[config.mk]
export PLATFORM = sky130hd
export DESIGN_NAME = sequential_div
export DESIGN_NICKNAME = d
export VERILOG_FILES = /design/src/rtl/sequential_div.sv
export SDC_FILE = /design/constraint.sdc
export NUM_CORES = 1
export LEC_CHECK = 0
export ABC_AREA = 1
export CAP_MARGIN = 25
export CORE_MARGIN = 3
export CORE_UTILIZATION = 40
export CTS_CLUSTER_DIAMETER = 30
export CTS_CLUSTER_SIZE = 14
export DETAILED_ROUTE_END_ITERATION = 7
export DONT_BUFFER_PORTS = 1
export PLACE_DENSITY = 0.58
export SYNTH_ARGS = -nofsm -noshare
export SYNTH_HDL_FRONTEND = slang
export SYNTH_SLANG_ARGS = --single-unit
[constraint.sdc]
create_clock -name clk -period 3.13 [get_ports clk]
set_input_delay 0.626 -clock clk [delete_from_list [all_inputs] [get_ports clk]]
set_output_delay 0.626 -clock clk [all_outputs]
set_load 0.02 [all_outputs]
[src/rtl/sequential_div.sv]
// Multi-cycle restoring divider: one quotient bit per clock, MSB first.
// Shares the ab_valid/ab_ready request and z_valid/z_ready result handshake with the multiplier.
module sequential_div #(
  parameter int Dividend_length = 8,
  parameter int Divisor_length  = 4
) (
  input  logic                       clk,
  input  logic                       rst,
  input  logic [Dividend_length-1:0] a,
  input  logic [Divisor_length-1:0]  b,
  input  logic                       ab_valid,
  output logic                       ab_ready,
  output logic [Dividend_length-1:0] q,
  output logic [Divisor_length-1:0]  r,
  output logic                       div_by_zero,
  output logic                       z_valid,
  input  logic                       z_ready
);

  localparam int CntW = $clog2(Dividend_length + 1);

  typedef enum logic [1:0] {
    IDLE,
    CALC,
    DONE
  } state_e;

  state_e                     state_q,    state_d;
  logic                       ab_ready_q, ab_ready_d;
  logic                       z_valid_q,  z_valid_d;
  logic [Dividend_length-1:0] q_q,        q_d;
  logic [Divisor_length-1:0]  r_q,        r_d;
  logic                       dbz_q,      dbz_d;
  logic [Dividend_length-1:0] dividend_q, dividend_d;
  logic [Divisor_length-1:0]  divisor_q,  divisor_d;
  logic [Divisor_length:0]    rem_q,      rem_d;
  logic [Dividend_length-1:0] quot_q,     quot_d;
  logic [CntW-1:0]            count_q,    count_d;

  // One restoring step. The remainder stays below the divisor, so the shifted
  // value fits in Divisor_length+1 bits; one more bit carries the trial sign.
  logic [Divisor_length:0]    rem_shift;
  logic [Divisor_length+1:0]  trial;
  logic                       q_bit;
  logic [Divisor_length:0]    rem_next;
  logic [Dividend_length-1:0] quot_next;

  assign rem_shift = {rem_q[Divisor_length-1:0], dividend_q[Dividend_length-1]};
  assign trial     = {1'b0, rem_shift} - {2'b00, divisor_q};
  assign q_bit     = ~trial[Divisor_length+1];
  assign rem_next  = q_bit ? trial[Divisor_length:0] : rem_shift;
  assign quot_next = {quot_q[Dividend_length-2:0], q_bit};

  always_comb begin
    // NOTE: every _d takes its held value first so no path through the case leaves one unassigned (no latch).
    state_d    = state_q;
    ab_ready_d = ab_ready_q;
    z_valid_d  = z_valid_q;
    q_d        = q_q;
    r_d        = r_q;
    dbz_d      = dbz_q;
    dividend_d = dividend_q;
    divisor_d  = divisor_q;
    rem_d      = rem_q;
    quot_d     = quot_q;
    count_d    = count_q;

    unique case (state_q)
      IDLE: begin
        ab_ready_d = 1'b1;
        if (ab_valid && ab_ready_q) begin
          ab_ready_d = 1'b0;
          dividend_d = a;
          divisor_d  = b;
          rem_d      = '0;
          quot_d     = '0;
          count_d    = CntW'(Dividend_length);
          if (b != '0) begin
            state_d = CALC;
          end else begin
            // The flagged result is loaded now; z_valid follows on the next edge.
            state_d = DONE;
            q_d     = '1;
            r_d     = '0;
            dbz_d   = 1'b1;
          end
        end
      end

      CALC: begin
        dividend_d = dividend_q << 1;
        rem_d      = rem_next;
        quot_d     = quot_next;
        count_d    = count_q - CntW'(1);
        if (count_q == CntW'(1)) begin
          state_d   = DONE;
          q_d       = quot_next;
          r_d       = rem_next[Divisor_length-1:0];
          dbz_d     = 1'b0;
          z_valid_d = 1'b1;
        end
      end

      DONE: begin
        z_valid_d = 1'b1;
        // Release only a result that has actually been presented.
        if (z_valid_q && z_ready) begin
          z_valid_d  = 1'b0;
          ab_ready_d = 1'b1;
          state_d    = IDLE;
        end
      end

      default: begin
        state_d    = IDLE;
        ab_ready_d = 1'b0;
        z_valid_d  = 1'b0;
      end
    endcase
  end

  // NOTE: state registers use non-blocking assignments so every flop samples pre-edge values.
  always_ff @(posedge clk or posedge rst) begin
    if (rst) begin
      state_q    <= IDLE;
      ab_ready_q <= 1'b0;
      z_valid_q  <= 1'b0;
      q_q        <= '0;
      r_q        <= '0;
      dbz_q      <= 1'b0;
      dividend_q <= '0;
      divisor_q  <= '0;
      rem_q      <= '0;
      quot_q     <= '0;
      count_q    <= '0;
    end else begin
      state_q    <= state_d;
      ab_ready_q <= ab_ready_d;
      z_valid_q  <= z_valid_d;
      q_q        <= q_d;
      r_q        <= r_d;
      dbz_q      <= dbz_d;
      dividend_q <= dividend_d;
      divisor_q  <= divisor_d;
      rem_q      <= rem_d;
      quot_q     <= quot_d;
      count_q    <= count_d;
    end
  end

  assign ab_ready    = ab_ready_q;
  assign z_valid     = z_valid_q;
  assign q           = q_q;
  assign r           = r_q;
  assign div_by_zero = dbz_q;

endmodule

**Run 1: clock wires, drivers and flops**

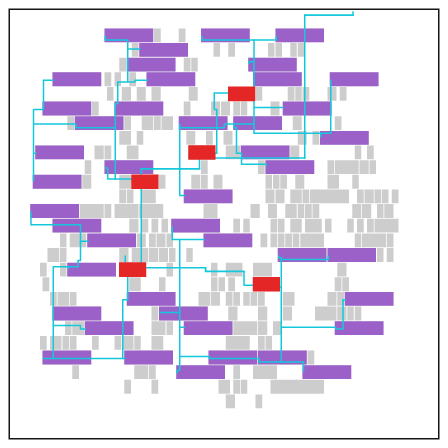
[flip-flops] purple | count: 44
[cells driving clock nets] red | count: 5
[clock wires] cyan | length: 535 microns
routed clock nets	6
Clk network pwr share: 12.8%
clk_lat worst skew: 0.29 ns
clk_skew: 0.00651 ns

**Run 1: placed standard cells**

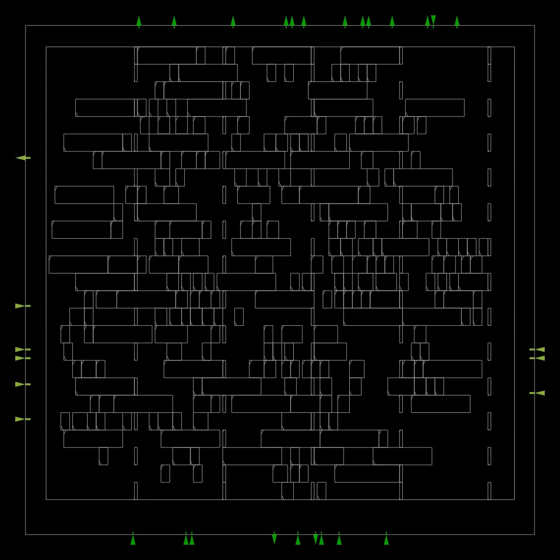
layout filler cell count: 519
core area: 5170 sq um
flop count: 44
tap cells: 70
Std-Cell Rows: 26

**Run 1: signal metal coverage by tile**

16 x 16 tiles, from black (low) to pale yellow (high), scaled to the fullest tile. Values are wire area over tile area, all layers added.
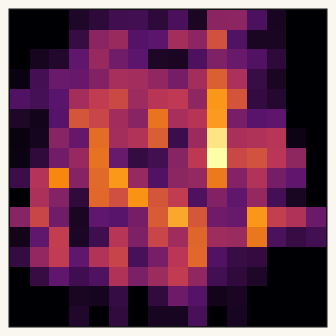
emptiest ninth of the die	south-east
nearly empty tiles	19%
fullest tile	0.39
mean over tiles	0.11

**Run 1: a small window of the routed layout**

Bar = 10 microns. Region (27, 11) to (52, 36) microns. Cells in grey, sequential cells in the stronger grey; small squares are vias.
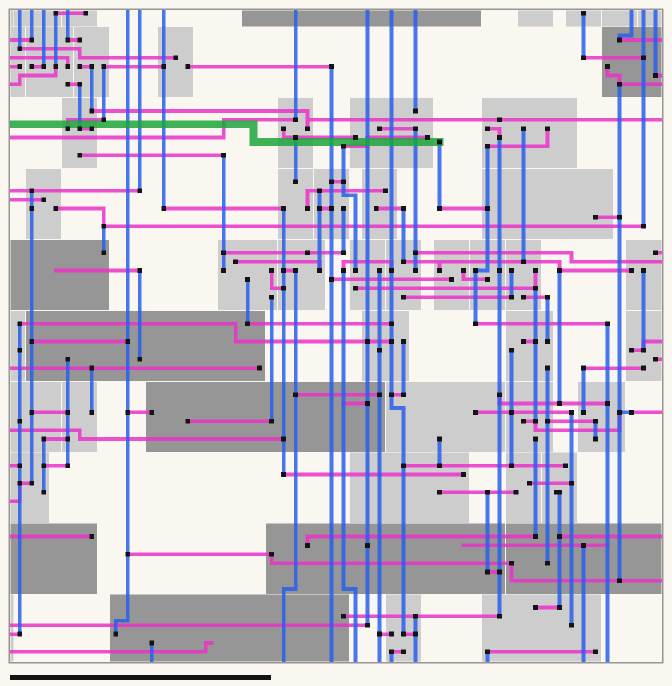
layer	colour
met2	blue
met1	magenta
met3	green
cells with their middle in the window	39
netlist names of flops here include	state_q (2)
sequential cells in the window	5
most frequent	nand2_1 (9), nor2_1 (5), dfrtp_1 (5)

==> flow_metrics.tcl, run 1 <==
# place-and-route summary
set metrics [dict create \
    post_synth.cell_area_avg_sq_um 8.44 \
    status "finished, final reports clean" \
    ys_area_sq_um 2160 \
    global_route.usage.total_pct 15.7 \
    seq_power_uw 1100 \
    required_ns 3.34 \
    path_max_fanout 18 \
    ys_types 26 \
    ys_ff 44 \
    worst-setup-path-type "flip-flop to flip-flop" \
    drive_gt1_share_pct 6.92 \
    fin_util_pct 45.0 \
    cts_buffers 5 \
    dp_hpwl_microns 3390 \
    wl_met3_microns 159 \
    power.leakage_uw 0.00118 \
    lay_top_cells "77 x nand2_1, 44 x dfrtp_1, 29 x inv_1, 19 x nand3_1, 17 x o21ai_0" \
    switching_share_pct 46.4 \
    route.final.wire_length_microns 4350 \
    grt-busiest-layer "met2" \
    use_met3_pct 4.18 \
    hold_viol_final 0 \
    finalSetupViolations 0 \
    fin_area_sq_um 2330 \
    viasPerCell 4.97 \
    critPathLaunchType "flip-flop" \
    remaining_drc_errors 0 \
    post-synth-top-count-cell "nand2_1" \
    vdd_drop_max_v 0.000412 \
    worstSetupEndpointType "flip-flop" \
    cts_sinks 44 \
    netlist_instances 256 \
    crit_buf_inv 2 \
    adder_share_pct 6.14 \
    compound_area_share_pct 10.8 \
    p_clk_uw 330 \
    antenna_left 0 \
    cts_setup_buffers 0 \
    h-tree-depth 2 \
    cp.arrival_ns 2.11 \
    first_global_vias 1641 \
    antenna_found_initial 0 \
    ys_sh_mux_pct 0.521 \
    power_uw 2590 \
    warning_count 29 \
    pg_comb_uw 1160 \
    tns_ns 0 \
    tightest_slew_ns 0.669 \
    fp.dieW_microns 79.5 \
    internal_power_uw 1390 \
]
-- run 1: worst max path at each step --
stage,start,end,slack [ns]
floorplan,rst,ab_ready,1.47
global placement,state_q[1],dividend_q[3],1.35
detailed placement,state_q[0],dividend_q[6],1.22
CTS,state_q[1],dividend_q[1],1.21
global route,state_q[1],dividend_q[1],0.97
finish,state_q[1],dividend_q[1],1.23
-- run 1: cell type report --
cell class	count	area (sq um)
Fill cell	519	2850
Sequential cell	44	1100
Clock inverter	1	5.00
Clock buffer	6	72.6
Inverter	33	124
Multi-Input combinational cell	170	872
Timing Repair Buffer	6	65.1
Tap cell	70	87.6
**Run 1: gate families picked out**

Bar = 20 microns.
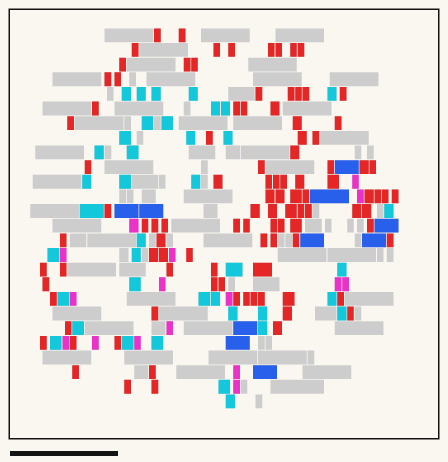

==> inputs of run 2 (changes only) <==
- PLACE_DENSITY: 0.58 -> 0.6
- clock period: 3.13 -> 1.65 ns (I/O delays scaled with it)
**Run 2: gate families picked out**

Bar = 20 microns.
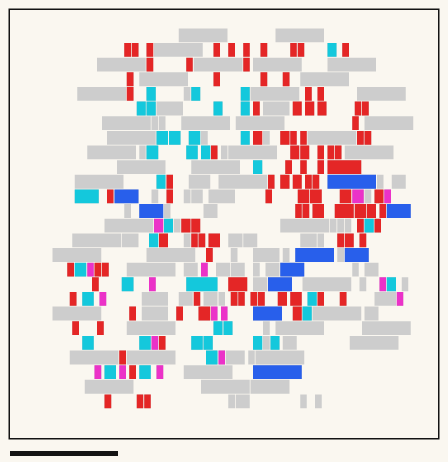
family	colour	cells
adder and majority cells	blue	10
inverting AOI/OAI gates	cyan	39
NAND gates	red	102
NOR gates	magenta	16
logic share of the area: 37.5%
fin cells: 342

==> run 2 against run 1 <==
  * Synthesized cell count stayed put
  * Highest routed layer unchanged
  * First-iteration DRC count rose by 30%
  * Cell count increased by 3.6%
  * Register-to-register slack got worse by 1.1 ns
==> flow_metrics.tcl, run 2 <==
# place-and-route summary
set metrics [dict create \
    status "finished, final reports clean" \
    use_met3_pct 4.29 \
    pg_comb_uw 2580 \
    p_clk_uw 687 \
    row_count 26 \
    hold_viol_final 0 \
    fin_area_sq_um 2490 \
    ys_warn_count 0 \
    fp.dieW_microns 79.5 \
    worstSetupEndpointType "flip-flop" \
    wl_met3_microns 137 \
    antenna_found_initial 0 \
    netlist_instances 256 \
    vdd_drop_max_v 0.000712 \
    power_density_nw_per_um2 2140 \
    tns_ns 0 \
    switchingPower_uw 2400 \
    power.leakage_uw 0.00125 \
    cp.arrival_ns 1.75 \
    finalSetupViolations 0 \
    clockPowerShare_pct 12.9 \
    crit_path_end "rem_q[2]" \
    h-tree-depth 2 \
    post-synth-top-count-cell "nand2_1" \
    path_common_cell "nand2_1" \
    path_max_fanout 2 \
    ys_ff 44 \
    route.final.wire_length_microns 4370 \
    pin_count 31 \
    remaining_drc_errors 0 \
    warning_count 29 \
    ys_seq_share_pct 51.0 \
    grt-busiest-layer "met2" \
    worstSetupStartpoint "dividend_q[7]" \
    worst-setup-path-type "flip-flop to flip-flop" \
    critPathLaunchType "flip-flop" \
    power_uw 5340 \
    required_ns 1.89 \
    final_nets 297 \
    seq_power_uw 2070 \
    internal_power_uw 2940 \
    coreArea_sq_um 5170 \
    cts_sinks 44 \
    switching_share_pct 44.9 \
    first_global_vias 1627 \
    skew_ns 0.00458 \
    tightest_slew_ns 0.255 \
    ys_area_sq_um 2160 \
    global_route.usage.total_pct 15.6 \
    clk_latency_ns 0.29 \
    post_synth.cell_area_avg_sq_um 8.44 \
    drive_gt1_share_pct 14.3 \
    dp_hpwl_microns 3260 \
    viasPerCell 4.85 \
    fp_util_pct 41.8 \
    power_leader "combinational cells" \
    cts_buffers 5 \
    ys_types 26 \
    lay_top_cells "74 x nand2_1, 44 x dfrtp_1, 28 x inv_1, 17 x o21ai_0, 17 x nand3_1" \
    crit_buf_inv 1 \
    antenna_left 0 \
]
**Run 2: placed standard cells**

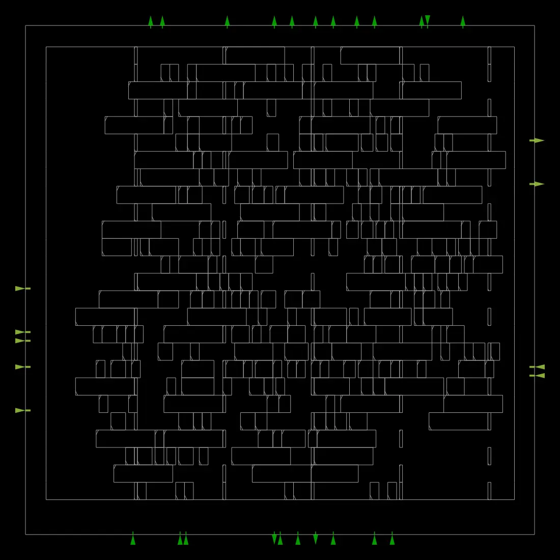
fraction of area in registers: 44.2%
final core utilization: 48.1%
layout filler cell count: 508

-- run 2: layout make-up --
cell class                 count  area [sq um]  area share (%)
clock buffer                   7          86.3            3.47
inverter                      33           126            5.08
multi-input combinational    170           935            37.5
timing repair buffer          17           146            5.88
clock inverter                 1          7.51           0.302
tap                           70          87.6            3.52
sequential                    44          1100            44.2
-- run 2: logic make-up after synthesis --
group	share of synthesized area (%)
AOI/OAI and AO/OA	10.8
muxes	0.521
buffers and inverters	8.69
and+or+nand+nor	22.5
xor gates and xnor gates	0.405
DFF	51.0
adders and majority gates	6.14
-- run 2: what timing repair did --
item / CTS / global route
resized: 0 / 15
endpoints found under the hold margin: 44 / 0
hold buffers: 1 / 0
setup buffers: 0 / 2
endpoints found under the setup margin: 0 / 30
Power is estimated from default activity; no workload was simulated.
